[src/rtl/mem_stage_pkg.sv]
// Shared pipeline structs, access-size and FSM-state enums for the memory stage.
package mem_stage_pkg;

  localparam int LANES = 4;

  typedef enum logic [1:0] {
    BYTE = 2'd0,
    HALF = 2'd1,
    WORD = 2'd2
  } mem_size_t;

  typedef enum logic {
    IDLE = 1'b0,
    BUSY = 1'b1
  } mem_state_t;

  typedef struct packed {
    logic [31:0] pc;
    logic [4:0]  rd;
    logic        rf_we;
  } DEEX_t;

  typedef struct packed {
    logic        valid;
    logic [31:0] alu_res;
    logic [31:0] rs2_data;
    logic        mem_we;
    logic        mem_rden;
    mem_size_t   mem_size;
    logic        mem_unsigned;
    logic [1:0]  rf_wr_sel;
    DEEX_t       DEEX_prev;
  } EXMEM_t;

  typedef struct packed {
    logic        valid;
    logic [31:0] alu_res;
    logic [31:0] rs2_data;
    logic        mem_we;
    logic        mem_rden;
    mem_size_t   mem_size;
    logic        mem_unsigned;
    logic [1:0]  rf_wr_sel;
    DEEX_t       DEEX_prev;
  } MEMWB_t;

  function automatic MEMWB_t to_memwb(EXMEM_t e, logic v);
    MEMWB_t m;
    m.valid        = v;
    m.alu_res      = e.alu_res;
    m.rs2_data     = e.rs2_data;
    m.mem_we       = e.mem_we;
    m.mem_rden     = e.mem_rden;
    m.mem_size     = e.mem_size;
    m.mem_unsigned = e.mem_unsigned;
    m.rf_wr_sel    = e.rf_wr_sel;
    m.DEEX_prev    = e.DEEX_prev;
    return m;
  endfunction

endpackage

[src/rtl/mem_stage_align.sv]
// mem_align: byte-lane steering for stores (enables + replicated data) and
// lane select plus sign/zero extension for loads. Purely combinational.
module mem_align
  import mem_stage_pkg::*;
(
  input  logic [1:0]  addr_lo,
  input  mem_size_t   size,
  input  logic        is_unsigned,
  input  logic [31:0] st_data,
  input  logic [31:0] rdata,
  output logic [3:0]  be,
  output logic [31:0] wdata,
  output logic [31:0] ldata
);

  logic [LANES-1:0][7:0] lane_w;
  logic [1:0]            ofs;
  logic [31:0]           sh;

  for (genvar l = 0; l < LANES; l++) begin : g_lane
    assign lane_w[l] = (size == BYTE) ? st_data[7:0] :
                       (size == HALF) ? st_data[8*(l%2) +: 8] :
                                        st_data[8*l +: 8];
  end
  assign wdata = lane_w;

  always_comb begin
    be    = 4'b1111;
    ofs   = 2'd0;
    case (size)
      BYTE: begin
        be  = 4'b0001 << addr_lo;
        ofs = addr_lo;
      end
      HALF: begin
        be  = addr_lo[1] ? 4'b1100 : 4'b0011;
        ofs = {addr_lo[1], 1'b0};
      end
      default: begin
        be  = 4'b1111;
        ofs = 2'd0;
      end
    endcase
    sh = rdata >> {ofs, 3'b000};
    case (size)
      BYTE:    ldata = {{24{~is_unsigned & sh[7]}}, sh[7:0]};
      HALF:    ldata = {{16{~is_unsigned & sh[15]}}, sh[15:0]};
      default: ldata = sh;
    endcase
  end

endmodule

[src/rtl/mem_stage.sv]
// Memory stage: stalls the pipe while one data-memory access is outstanding.
// Optional MEM_MISALIGN_CHECK_EN retires misaligned half/word accesses without a request.
module mem_stage
  import mem_stage_pkg::*;
#(
  parameter int unsigned TIMEOUT_CYCLES = 15
) (
  input  logic        CLK,
  input  logic        RST,
  input  EXMEM_t      EXMEM_prev,
  output logic        stall,
  output MEMWB_t      MEMWB_out,
  output logic [31:0] D2,
  output logic        dmem_req,
  output logic        dmem_we,
  output logic [31:0] dmem_addr,
  output logic [3:0]  dmem_be,
  output logic [31:0] dmem_wdata,
  input  logic        dmem_ack,
  input  logic [31:0] dmem_rdata,
  output logic        bus_err
`ifdef MEM_MISALIGN_CHECK_EN
  ,
  output logic        misalign
`endif
);

  mem_state_t  state, state_nx;
  logic [7:0]  cnt;
  logic        memop, misal, timeout, done;
  logic [3:0]  be_c;
  logic [31:0] wdata_c, ldata_c;

  assign memop = EXMEM_prev.valid & (EXMEM_prev.mem_we | EXMEM_prev.mem_rden);

`ifdef MEM_MISALIGN_CHECK_EN
  assign misal = ((EXMEM_prev.mem_size == HALF) & EXMEM_prev.alu_res[0]) |
                 ((EXMEM_prev.mem_size == WORD) & (|EXMEM_prev.alu_res[1:0]));
`else
  assign misal = 1'b0;
`endif

  // cnt holds the number of BUSY cycles already elapsed, so this fires on the
  // TIMEOUT_CYCLES-th BUSY cycle without an ack.
  assign timeout = (state == BUSY) & ~dmem_ack & (cnt == 8'(TIMEOUT_CYCLES - 1));

  mem_align u_align (
    .addr_lo     (EXMEM_prev.alu_res[1:0]),
    .size        (EXMEM_prev.mem_size),
    .is_unsigned (EXMEM_prev.mem_unsigned),
    .st_data     (EXMEM_prev.rs2_data),
    .rdata       (dmem_rdata),
    .be          (be_c),
    .wdata       (wdata_c),
    .ldata       (ldata_c)
  );

  always_comb begin
    state_nx = state;
    stall    = 1'b0;
    done     = 1'b0;
    case (state)
      IDLE: begin
        if (memop & ~misal) begin
          stall    = 1'b1;
          state_nx = BUSY;
        end
      end
      BUSY: begin
        // Timeout also releases the stall so the abandoned op retires exactly once.
        done  = dmem_ack | timeout;
        stall = ~done;
        if (done) state_nx = IDLE;
      end
      default: state_nx = IDLE;
    endcase
  end

  always_ff @(posedge CLK) begin
    if (RST) begin
      state      <= IDLE;
      cnt        <= '0;
      MEMWB_out  <= '0;
      D2         <= '0;
      dmem_req   <= 1'b0;
      dmem_we    <= 1'b0;
      dmem_addr  <= '0;
      dmem_be    <= '0;
      dmem_wdata <= '0;
      bus_err    <= 1'b0;
`ifdef MEM_MISALIGN_CHECK_EN
      misalign   <= 1'b0;
`endif
    end else begin
      state   <= state_nx;
      bus_err <= 1'b0;
`ifdef MEM_MISALIGN_CHECK_EN
      misalign <= 1'b0;
`endif
      case (state)
        IDLE: begin
          cnt <= '0;
          D2  <= '0;
          if (memop & ~misal) begin
            MEMWB_out  <= '0;
            dmem_req   <= 1'b1;
            dmem_we    <= EXMEM_prev.mem_we;
            dmem_addr  <= {EXMEM_prev.alu_res[31:2], 2'b00};
            dmem_be    <= be_c;
            dmem_wdata <= wdata_c;
          end else begin
            MEMWB_out <= to_memwb(EXMEM_prev, EXMEM_prev.valid);
`ifdef MEM_MISALIGN_CHECK_EN
            misalign  <= memop & misal;
`endif
          end
        end
        BUSY: begin
          if (done) begin
            MEMWB_out <= to_memwb(EXMEM_prev, 1'b1);
            D2        <= (dmem_ack & ~EXMEM_prev.mem_we) ? ldata_c : 32'd0;
            bus_err   <= ~dmem_ack;
            dmem_req  <= 1'b0;
            dmem_we   <= 1'b0;
            cnt       <= '0;
          end else begin
            cnt <= cnt + 8'd1;
          end
        end
        default: cnt <= '0;
      endcase
    end
  end

endmodule

[config.mk]
export PLATFORM = sky130hd
export DESIGN_NAME = mem_stage
export DESIGN_NICKNAME = d
export VERILOG_FILES = /design/src/rtl/mem_stage_pkg.sv /design/src/rtl/mem_stage_align.sv /design/src/rtl/mem_stage.sv
export SDC_FILE = /design/constraint.sdc
export NUM_CORES = 1
export LEC_CHECK = 0
export CAP_MARGIN = 0
export CORE_AREA = 2 2 140 142
export DETAILED_ROUTE_END_ITERATION = 8
export DIE_AREA = 0 0 142 144
export PLACE_DENSITY_LB_ADDON = 0.25
export RECOVER_POWER = 100
export SETUP_SLACK_MARGIN = 0.5
export SKIP_LAST_GASP = 1
export SYNTH_ARGS = -nofsm -noshare
export SYNTH_HDL_FRONTEND = slang
export SYNTH_SLANG_ARGS = --single-unit
export TNS_END_PERCENT = 50
[constraint.sdc]
create_clock -name CLK -period 3.9 [get_ports CLK]
set_clock_uncertainty 0.1 [all_clocks]
set_input_delay 0.78 -clock CLK [delete_from_list [all_inputs] [get_ports CLK]]
set_output_delay 0.78 -clock CLK [all_outputs]
set_load 0.02 [all_outputs]
==> reports/qor.txt, run 1 <==
Share of total power consumed by net switching - 0.258
Gate count of the mapped netlist - 776
Maximum number of pins on one net before global-route repair - 103
Clk root buf - sky130_fd_sc_hd__clkbuf_16
Worst-case headroom to the max-slew limit - -0.0612
Fraction of synthesized cell area taken by the top area cell type - 0.556
CTS tree - done
Synth-to-Final Area Change - 55.9%
Number of detailed-route iterations in the first pass - 5
Fmax - 314 MHz
Share of the clock period used by the worst path after layout - 0.817
Yosys-reported design area after synthesis - 7920 sq um
Proportion of layout cells with a drive suffix above 1 - 0.0563
IO Port Bufs - 356
Number of flip-flops under the largest register name - 110
Maximum fanout along the worst path - 76
Clock latency of the later-clocked register in the worst-skew pair - 0.51 ns
Violated checks - capacitance limit, slew limit
Routability cong. - 0.806
Combinational logic power - 0.878 mW
Library cell with the largest summed area after synthesis - sky130_fd_sc_hd__dfxtp_1
Synthesis-stage register bit count - 220
Number of buffers on the longest clock path - 3
Clk pin slew, worst setup/hold paths - 0.06 ns
Number of warnings reported in the yosys synthesis log - 0
Status - finished, violations left
Largest delay share family, worst path - buffers and inverters
Drt initial violations - 252
Fraction of the mapped netlist area in compound gates - 0.226
Wire length of the first global-routing pass - 38,100 um
Share of cell area taken by muxes after synthesis - 0.0529
Number of rows created at floorplan - 51
Chip area - 20,400 sq um
CTS-repair resized insts - 1
Setup-failing EPs final - 0
Setup repair after global routing missed its margin - no
Clock Power - 2.20 mW
Top cell excl fill/tap - sky130_fd_sc_hd__dfxtp_1
Max-Cap Viols - 1
Standard cell with the maximum stage delay on the critical path - sky130_fd_sc_hd__clkbuf_2
Number of global-route vias before repair - 6,746
Fin. max-slew vios - 77
Final worst slack - 0.714 ns
-- run 1: cell type report --
cell class,count,share of cell area
clock buffer,34,0.0566
timing repair buffer,369,0.295
tap,238,0.0241
multi-input combinational,486,0.260
inverter,5,0.00152
clock inverter,6,0.00537
sequential,220,0.357
-- run 1: through the flow --
stage | hold WS [ns] | total power [mW] | cell area (sq um) | util
finish | 0.349 | 5.52 | 12300 | 0.647
global route | 0.364 | 5.72 | 12300 | 0.647
floorplan | 0.330 | 2.91 | 7920 | -
detailed placement | 0.341 | 3.42 | 11600 | 0.610
global placement | 0.337 | 3.41 | 11600 | 0.610
CTS | 0.351 | 5.62 | 12400 | 0.650
-- run 1: per-layer routing --
metal / share of wire / global-route usage / vias up
li1: - / - / 3444
met5: 0 / 0 / -
met1: 0.41 / 0.301 / 3382
met4: 0.027 / 0.0674 / 0
met3: 0.076 / 0.0579 / 42
met2: 0.48 / 0.396 / 266
-- run 1: tightest hold or removal path, stage by stage (launching register included) --
cell                      delay (ns)
sky130_fd_sc_hd__dfxtp_1        0.30
sky130_fd_sc_hd__nand2_1        0.05
sky130_fd_sc_hd__a21oi_1        0.05
-- run 1: worst paths after layout --
kind	startpoint	endpoint	slack (ns)	cells after the start
max	dmem_ack	MEMWB_out[1]	0.71	5
min	dmem_addr[11]	dmem_addr[11]	0.35	2
max reg2reg	state	MEMWB_out[30]	0.73	6
min reg2reg	dmem_addr[11]	dmem_addr[11]	0.35	2
-- run 1: cell usage after synthesis --
library cell	number
sky130_fd_sc_hd__nor4bb_1	1
sky130_fd_sc_hd__and3_1	2
sky130_fd_sc_hd__dfxtp_1	220
sky130_fd_sc_hd__nand3b_1	1
sky130_fd_sc_hd__a211oi_1	8
sky130_fd_sc_hd__a22oi_1	4
sky130_fd_sc_hd__clkbuf_1	35
sky130_fd_sc_hd__o211ai_1	9
sky130_fd_sc_hd__nor3_1	2
sky130_fd_sc_hd__or3_1	1
sky130_fd_sc_hd__nand2_1	125
sky130_fd_sc_hd__or2_2	1
sky130_fd_sc_hd__and2_1	2
sky130_fd_sc_hd__nor3_4	1
sky130_fd_sc_hd__a311oi_1	10
sky130_fd_sc_hd__or4_1	1
sky130_fd_sc_hd__nand3_1	3
sky130_fd_sc_hd__buf_4	7
sky130_fd_sc_hd__mux2i_1	25
sky130_fd_sc_hd__mux2_2	1
sky130_fd_sc_hd__nor2_1	39
sky130_fd_sc_hd__o21ai_0	20
sky130_fd_sc_hd__and4b_1	1
sky130_fd_sc_hd__a22o_1	130
sky130_fd_sc_hd__conb_1	1
sky130_fd_sc_hd__buf_2	24
sky130_fd_sc_hd__nand4bb_1	1
sky130_fd_sc_hd__o21ai_1	3
sky130_fd_sc_hd__xor2_1	2
sky130_fd_sc_hd__nor4b_4	1
sky130_fd_sc_hd__xnor2_1	4
sky130_fd_sc_hd__or3b_1	1
sky130_fd_sc_hd__o2111ai_1	2
sky130_fd_sc_hd__inv_1	5
sky130_fd_sc_hd__a21o_1	1
sky130_fd_sc_hd__ha_1	2
sky130_fd_sc_hd__nor2b_1	4
sky130_fd_sc_hd__a21oi_1	52
sky130_fd_sc_hd__nand2b_1	16
sky130_fd_sc_hd__a32oi_1	1
sky130_fd_sc_hd__mux4_2	7
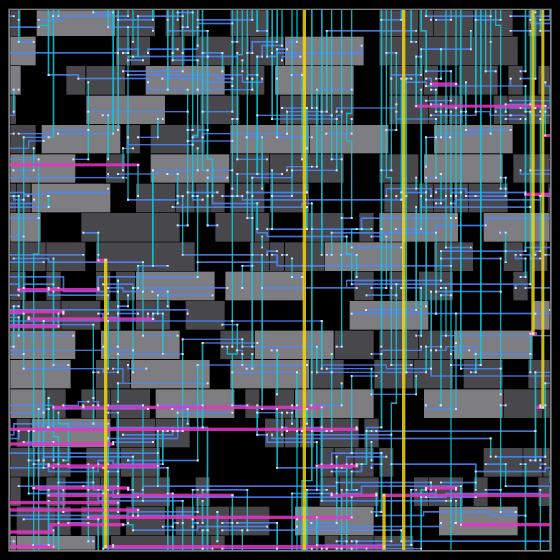
Figure 1: run 1, layout detail.
Region (10, 83) to (60, 133) um. Cells in gray, sequential cells in the stronger gray; small squares are vias.
blue -> M1
yellow -> M4
cyan -> M2
magenta -> M3
netlist names of flops here include = MEMWB_out (17), dmem_addr (11), dmem_wdata (4)
most frequent = nand2_1 (43), dfxtp_1 (32), dlygate4sd3_1 (29)
sequential cells in the window = 32
cells with their middle in the window = 170

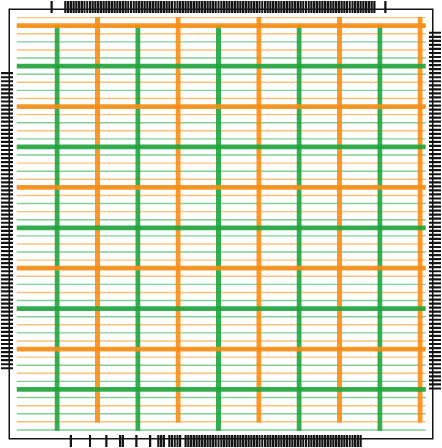
Figure 2: run 1, PDN straps and rails.
Pins as bars on the die edge.
green -> VSS
orange -> VDD
rows = 51
met5 straps = 10
met4 straps = 10
signal pins = 359
met1 rails = 52
die height: 144 um
placeable core region: 19,100 sq um
die extent in x: 142 um
IR drop worst, VDD: 0.000286 V

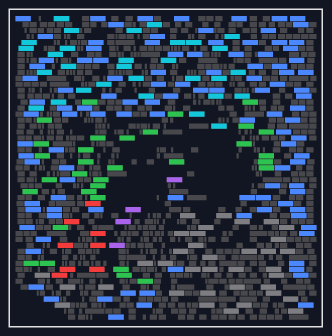
Figure 3: run 1, register map, names as in the netlist.
Other sequential cells in the stronger gray, the rest of the logic in the fainter gray.
purple -> dmem_be  # sequential cells 4
blue -> MEMWB_out  # sequential cells 110, where all over the die
cyan -> dmem_addr  # sequential cells 30
red -> cnt  # sequential cells 8, where bottom left
green -> dmem_wdata  # sequential cells 32
not colored = 36
fraction of area in registers: 0.357
power consumed by sequential cells: 2.44 mW
Layout Utilization: 0.647

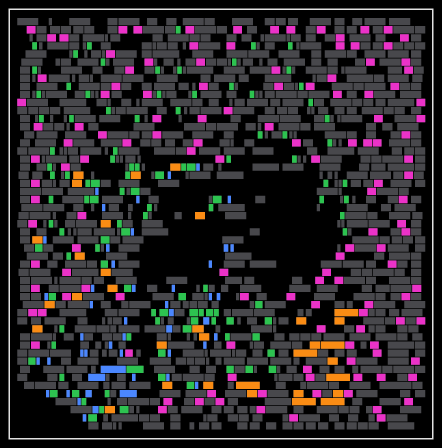
Figure 4: run 1, selected gate families.
blue -> nor cells  # cells 48
magenta -> non-inverting ao/oa cells  # cells 131, where all over the die
orange -> mux cells  # cells 33
green -> aoi and oai cells  # cells 109
multi-input combinational area share: 0.260
final cell count without fillers: 1,358

Figure 5. Clock routing (run 1).
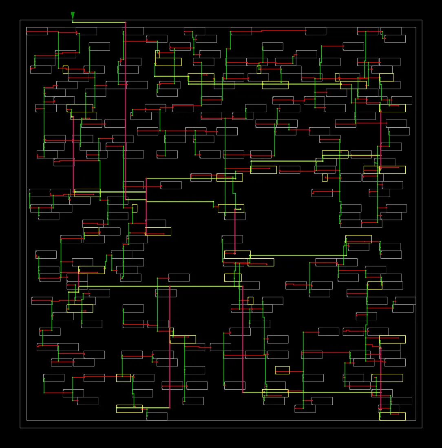

--- run 2 (diff from run 1) ---
--- a/config.mk
+++ b/config.mk
@@ -6,9 +6,10 @@
 export NUM_CORES = 1
 export LEC_CHECK = 0
 export CAP_MARGIN = 0
-export CORE_AREA = 2 2 140 142
+export CORE_ASPECT_RATIO = 1.25
+export CORE_MARGIN = 2
+export CORE_UTILIZATION = 42
 export DETAILED_ROUTE_END_ITERATION = 8
-export DIE_AREA = 0 0 142 144
 export PLACE_DENSITY_LB_ADDON = 0.25
 export RECOVER_POWER = 100
 export SETUP_SLACK_MARGIN = 0.5
==> constraint.sdc (replaced) <==
create_clock -name CLK -period 3.27 [get_ports CLK]
set_clock_uncertainty 0.1 [all_clocks]
set_input_delay 0.654 -clock CLK [delete_from_list [all_inputs] [get_ports CLK]]
set_output_delay 0.654 -clock CLK [all_outputs]
set_load 0.02 [all_outputs]
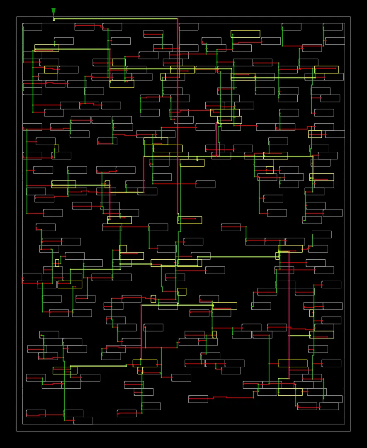
Figure 6: run 2, clock routing.
clock latency of the later-clocked register in the worst-skew pair: 0.50 ns
FFs & Latches: 220

==> reports/qor.txt, run 2 <==
Met2 track utilization from global routing - 0.406 (was 0.396)
Share of the yosys chip area belonging to registers - 0.556 (unchanged)
Wire length of the first global-routing pass - 38,800 um (was 38,100 um)
Number of flip-flops under the largest register name - 110 (unchanged)
IR drop worst, VDD - 0.000430 V (was 0.000286 V)
Fraction of synthesized cell area taken by the top area cell type - 0.556 (unchanged)
Number of rows created at floorplan - 56 (was 51)
Final worst slack - 0.506 ns (was 0.714 ns)
Static leakage - 5.37 nW (was 5.32 nW)
Clk pin slew, worst setup/hold paths - 0.06 ns (about the same)
Status - complete, no violations (was finished, violations left)
Setup-failing EPs final - 0 (unchanged)
Crit path from - EXMEM_prev[109] (was dmem_ack)
Yosys-reported design area after synthesis - 7920 sq um (unchanged)
Fin. max-slew vios - 0 (was 77)
Synth-to-Final Area Change - 57.6% (was 55.9%)
Drt initial violations - 419 (was 252)
Placeable core region - 18,600 sq um (was 19,100 sq um)
Setup repair after global routing missed its margin - no (unchanged)
Share of the clock period used by the worst path after layout - 0.845
Post-synthesis cell type with the largest instance count - sky130_fd_sc_hd__dfxtp_1 (unchanged)
Die height - 158 um (was 144 um)
Origin of the critical flop-to-flop path - state (unchanged)
Maximum fanout along the worst path - 57 (was 76)
Routability cong. - 0.889 (was 0.806)
Worst-case headroom to the max-slew limit - 0.182 (was -0.0612)
Synthesis-stage register bit count - 220 (unchanged)
Number of global-route vias before repair - 6,928 (was 6,746)
End point of the critical path - MEMWB_out[19] (was MEMWB_out[1])
Library cell with the largest summed area after synthesis - sky130_fd_sc_hd__dfxtp_1 (unchanged)
Number of buffers on the longest clock path - 3 (unchanged)
Overall power after layout - 6.73 mW (was 5.52 mW)
Max-Cap Viols - 0 (was 1)
Global routing usage on met3 - 0.0680 (was 0.0579)
Path depth of the worst reg2reg path - 7 (was 6)
Standard cell with the maximum stage delay on the critical path - sky130_fd_sc_hd__nor2b_1 (was sky130_fd_sc_hd__clkbuf_2)
Met1 global-route usage - 0.305 (was 0.301)
Count of library flops with an enable pin - 0 (unchanged)
Share of total power consumed by net switching - 0.255 (was 0.258)
Fraction of power consumed by combinational cells - 0.157 (was 0.159)
Chip area - 20,000 sq um (was 20,400 sq um)
Maximum number of pins on one net before global-route repair - 64 (was 103)
Proportion of layout cells with a drive suffix above 1 - 0.0646 (was 0.0563)
IO Port Bufs - 356 (unchanged)
Proportion of synthesized flip-flops having asynchronous set or reset - 0 (unchanged)
Die extent in x - 127 um (was 142 um)
Clk root buf - sky130_fd_sc_hd__clkbuf_16 (unchanged)
Starting density of the core - 0.425 (was 0.415)
Number of warnings reported in the yosys synthesis log - 0 (unchanged)
Commonest cells post-synth - sky130_fd_sc_hd__dfxtp_1, sky130_fd_sc_hd__a22o_1, sky130_fd_sc_hd__nand2_1 (unchanged)
Fmax - 362 MHz
CTS tree - done (unchanged)
## run 2: cell count changes in the layout (fill, tap and decap cells not counted), moves of 2 or more
cell                         change
sky130_fd_sc_hd__clkbuf_8        -3
sky130_fd_sc_hd__clkinvlp_4      +2
sky130_fd_sc_hd__clkbuf_2        -2
sky130_fd_sc_hd__buf_4           +6
sky130_fd_sc_hd__bufinv_16       +3
sky130_fd_sc_hd__buf_12          +2
sky130_fd_sc_hd__clkbuf_1        +2
## run 2: worst min path at each step
stage | endpoint | slack, ns | startpoint | cells after the start
final | dmem_wdata[28] | 0.35 | dmem_wdata[28] | 2
after global routing | dmem_wdata[0] | 0.37 | dmem_wdata[0] | 2
after CTS | dmem_addr[11] | 0.35 | dmem_addr[11] | 2
after detailed placement | dmem_addr[11] | 0.35 | dmem_addr[11] | 2
after global placement | dmem_addr[5] | 0.34 | dmem_addr[5] | 2
after floorplan | cnt[0] | 0.33 | cnt[0] | 1
## run 2: kinds of logic (layout without fill, tap and decap cells)
group | Yosys count | in the layout | synth area share
AND/OR/NAND/NOR | 203 | 203 | 0.113
XOR/XNOR | 6 | 6 | 0.00664
multiplexers | 33 | 33 | 0.0529
other | 1 | 2 | 0.000474
flip-flops | 220 | 220 | 0.556
AND-OR/OR-AND | 240 | 240 | 0.226
adder cells (fa/ha/maj) | 2 | 2 | 0.00316
buffers and inverters | 71 | 424 | 0.0408
## run 2: critical path, delay by kind of cell
| kind | cells | cell delay, ns |
|---|---|---|
| simple gates | 3 | 1.17 |
| compound gates | 1 | 0.27 |
| buf+inv | 2 | 0.91 |
## run 2: cell type report
type / count / area (sq um)
Fill cell: 1517 / 6160
Sequential cell: 220 / 4400
Timing Repair Buffer: 377 / 3730
Multi-Input combinational cell: 486 / 3240
Clock buffer: 30 / 632
Tap cell: 232 / 290
Clock inverter: 12 / 169
Inverter: 5 / 18.8
## run 2: per-stage QoR
stage / instance area (sq um) / utilization / hold WS [ns]
4_1_cts: 12500 / 0.670 / 0.354
3_3_place_gp: 11700 / 0.626 / 0.341
2_1_floorplan: 7920 / - / 0.330
3_5_place_dp: 11700 / 0.626 / 0.346
6_report: 12500 / 0.670 / 0.349
5_1_grt: 12500 / 0.670 / 0.370
## run 2: power groups by stage
stage	registers, mW	logic, mW	clock network (mW)
finish	2.91	1.06	2.76
global placement	2.97	1.11	0
floorplan	3.15	0.327	0
global route	2.92	1.13	2.93
detailed placement	2.97	1.12	0
CTS	2.91	1.12	2.82
## run 2: per-layer routing
layer  wire, um  up-vias
li1           -     3469
met1      10500     3372
met2      12500      276
met3       2030       48
met4        658        0
met5          0        -
## run 2: what timing repair did
action | in CTS | in global routing
cloned | 0 | 0
buffers inserted | 1 | 2
pin swaps | 1 | 0
endpoints found under the setup margin | 1 | 1
gates resized | 5 | 3
Power is estimated from default activity; no workload was simulated.
